==> config.mk <==
export PLATFORM = sky130hd
export DESIGN_NAME = mul_seg_display
export DESIGN_NICKNAME = d
export VERILOG_FILES = /design/src/rtl/mul_disp_pkg.sv /design/src/rtl/mul_seg_display_hex_to_seg7.sv /design/src/rtl/mul_seg_display.sv
export SDC_FILE = /design/constraint.sdc
export NUM_CORES = 1
export LEC_CHECK = 0
export ABC_AREA = 1
export CAP_MARGIN = 20
export CORE_MARGIN = 8
export CORE_UTILIZATION = 56
export DETAILED_ROUTE_END_ITERATION = 10
export PLACE_DENSITY = 0.85
export SLEW_MARGIN = 20
export SYNTH_ARGS = -nofsm -noshare
export SYNTH_HDL_FRONTEND = slang
export SYNTH_SLANG_ARGS = --single-unit
export TNS_END_PERCENT = 30
==> constraint.sdc <==
create_clock -name clk -period 2.65 [get_ports clk]
set_input_delay 0.53 -clock clk [delete_from_list [all_inputs] [get_ports clk]]
set_output_delay 0.53 -clock clk [all_outputs]
set_load 0.01 [all_outputs]
Fig. 1: nets reached from selected ports
Scale: 4 px per um.
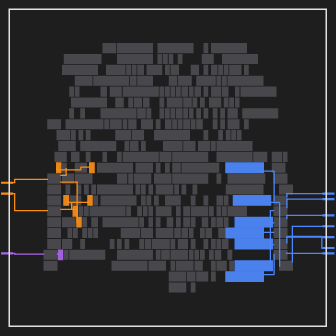
a: drawn in orange, direction input, end cells 6, buffers 2, wire 62.4 um. seg: drawn in blue, direction output, end cells 7, buffers 7, wire 137 um. load: drawn in purple, direction input, end cells 1, buffers 1, wire 8.90 um.
io pins: 25
Port Buffer Count: 24

Fig. 2: metal layers overlaid
Scale: 8 px per um. Only two layers are drawn.
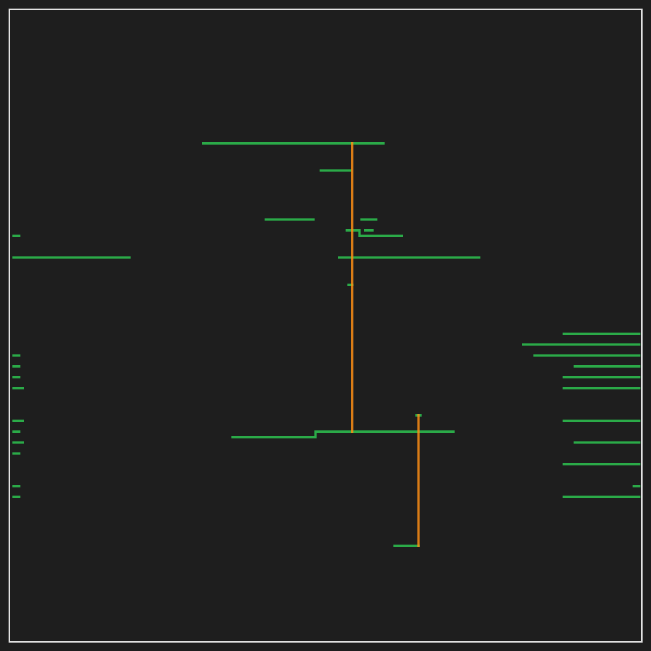
met3: drawn in green, wire length 216 um. met4: drawn in orange, wire length 52.4 um.
DRT Wirelength: 3850 um
Vias: 1704
Avg WL per Cell: 11.1 um

Fig. 3: signal wires on met2
Scale: 4 px per um. Cells faint in the background.
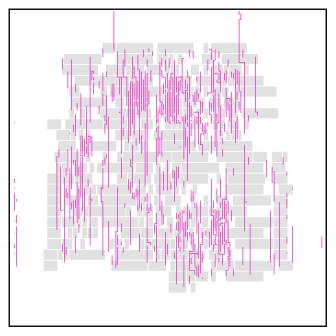
The layer holds 45% of the routed length. The wires run mostly vertical. The layer carries 1740 um of wire. The longest straight run is 21.4 um. 248 nets have wire on it.
met2 Usage GRT: 20.7%

Fig. 4: zoomed window
Region (49, 49) to (69, 69) um. Cells in grey, sequential cells in the stronger grey; small squares are vias.
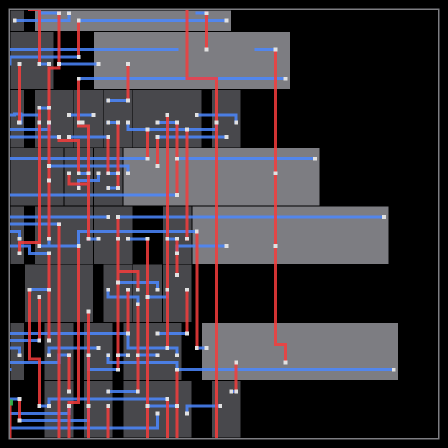
met1: drawn in blue. met2: drawn in red. met3: drawn in green.
Sequential cells in the window: 4. Most frequent: nand2_1 (7), nor2_1 (5). 26 logic cells have their middle in the window.

==> flow_metrics.py <==
# Synthesis and PnR figures
metrics = {
    "drt": {
        "met3_length_um": 216,
        "route.met2.wl_um": 1740,
        "routed.top_layer": "met4",
        "ant_nets": 0,
    },
    "floorplan": {
        "rows": 23,
        "die_y_um": 78.9,
        "fp-utilization_pct": 56.6,
    },
    "synthesis": {
        "ys_types": 30,
        "yosys.area_share.xor_xnor_pct": 5.54,
        "synthTopLogicFamily": "simple AND/OR/NAND/NOR gates",
        "synth.cell_area_sq_mm": 0.00221,
        "syn_nets": 291,
        "post_synth.cell_area_avg_sq_um": 8.36,
        "adder_share_pct": 7.91,
        "yosys_warnings": 0,
        "ys_chip_area_sq_mm": 0.00221,
        "synth_flops": 40,
    },
    "cts": {
        "cts.sinks": 40,
        "cts_buffer_depth": 2,
        "clkTransAtPathRegs_ps": 80,
        "worstSkewPairLatency_ps": 300,
        "cts_root_buffer": "clkbuf_8",
        "cts-htree-levels": 2,
        "cts-resized-gates": 0,
    },
    "placement": {
        "dpl-instance-area_sq_mm": 0.00252,
        "placed_cells": 339,
        "dp_slack_ps": 563,
        "place.detailed.hpwl_um": 3000,
    },
    "timing": {
        "finalCritPeriodShare_pct": 78.0,
        "tightest_slew_ps": 466,
        "tns_ps": 0,
        "max_clock_freq_mhz": 484,
        "setup_ws_ps": 584,
        "post-route-min-period_ps": 2070,
        "rsz0062_at_grt": "false",
    },
    "final_layout": {
        "largest_register_ffs": 16,
        "final_layout_top_logic_cells": "nand2_1, inv_1, nor2_1, dfrtp_1, clkdlybuf4s50_1",
        "fin_area_sq_mm": 0.00261,
        "fin_nets": 322,
        "drive_gt1_share_pct": 15.2,
        "syn_to_final_growth_pct": 17.6,
    },
    "setup_path": {
        "criticalPathCategory": "reg2reg",
        "cp_slowest_stage_delay_ps": 380,
        "rr_worst_depth": 10,
        "setup.worst_path.start_class": "register",
        "path_buffers": 2,
    },
    "grt": {
        "grt_max_degree": 41,
        "grt_pass1_wl_um": 6660,
        "grt_usage_pct": 13.2,
        "grt_pass1_vias": 1627,
        "grt-ovfl-total": 0,
    },
    "pwr": {
        "power.density_cell_area_mw_per_mm2": 506,
    },
    "min_path": {
        "hold_path_class": "reg2reg",
    },
    "outcome": {
        "status": "finished clean",
    },
}
==> worst reg2reg max path, stage by stage, from the launching register on <==
cell and delay, ps:
dfrtp_1 380, inv_1 90, ha_1 270, nor2_4 180, nand2_1 60, nand2_1 180, inv_1 130, ha_1 290
nand3_1 100, o21ai_0 150, o21bai_1 140
==> metal layers <==
layer  global-route usage (%)  vias up
met5                        0        -
met1                     16.4      781
met3                     3.61        5
met2                     20.7       42
li1                         -      876
met4                     6.67        0
==> layout make-up <==
| cell class | instances | area, sq um | area share [%] |
|---|---|---|---|
| well taps | 50 | 62.6 | 2.40 |
| clock inverters | 3 | 18.8 | 0.720 |
| repair buffers | 26 | 255 | 9.80 |
| clock buffers | 5 | 68.8 | 2.64 |
| flip-flops and latches | 40 | 1020 | 39.0 |
| multi-input cells | 187 | 1040 | 40.1 |
| inverters | 36 | 140 | 5.38 |
==> kinds of logic (layout without fill, tap and decap cells) <==
kind of cell    count (synthesis)  after routing
simple gates                  144            144
flops                          40             40
buf+inv                        38             70
compound gates                 15             15
fa+ha+maj                      14             14
xor+xnor                       14             14
==> synthesized netlist by cell type <==
library cell / number / area [sq um]
a21oi_1: 3 / 15.0
a21oi_2: 1 / 8.76
buf_6: 1 / 11.3
clkbuf_1: 1 / 3.75
clkinv_1: 1 / 3.75
clkinv_4: 1 / 8.76
dfrtp_1: 28 / 701
dfstp_2: 12 / 315
ha_1: 14 / 175
inv_1: 31 / 116
inv_2: 3 / 11.3
nand2_1: 78 / 293
nand2_2: 8 / 50.1
nand2_4: 1 / 11.3
nand3_1: 17 / 85.1
nand4_1: 3 / 18.8
nor2_1: 28 / 105
nor2_2: 1 / 6.26
nor2_4: 5 / 56.3
nor3_2: 1 / 10.0
o211ai_1: 1 / 7.51
o211ai_2: 1 / 12.5
o21ai_0: 4 / 20.0
o21ai_1: 2 / 10.0
o21ai_2: 1 / 8.76
o21bai_1: 2 / 15.0
or2_0: 1 / 6.26
or2_2: 1 / 6.26
xnor2_1: 3 / 26.3
xor2_1: 11 / 96.3
==> stage by stage <==
step                      power (mW)  hold WS, ps
after CTS                       1.33          437
after detailed placement       0.943          417
final                           1.32          431
after floorplan                0.842          396
after global placement         0.938          425
after global routing            1.39          469
==> where the power goes <==
part / internal, mW / leakage, nW / switching [mW]
logic: 0.114 / 0.764 / 0.126
clock network: 0.181 / 0.0378 / 0.208
registers: 0.670 / 0.482 / 0.0183
Power figures rest on the tool's default switching activity, not on a simulated workload.
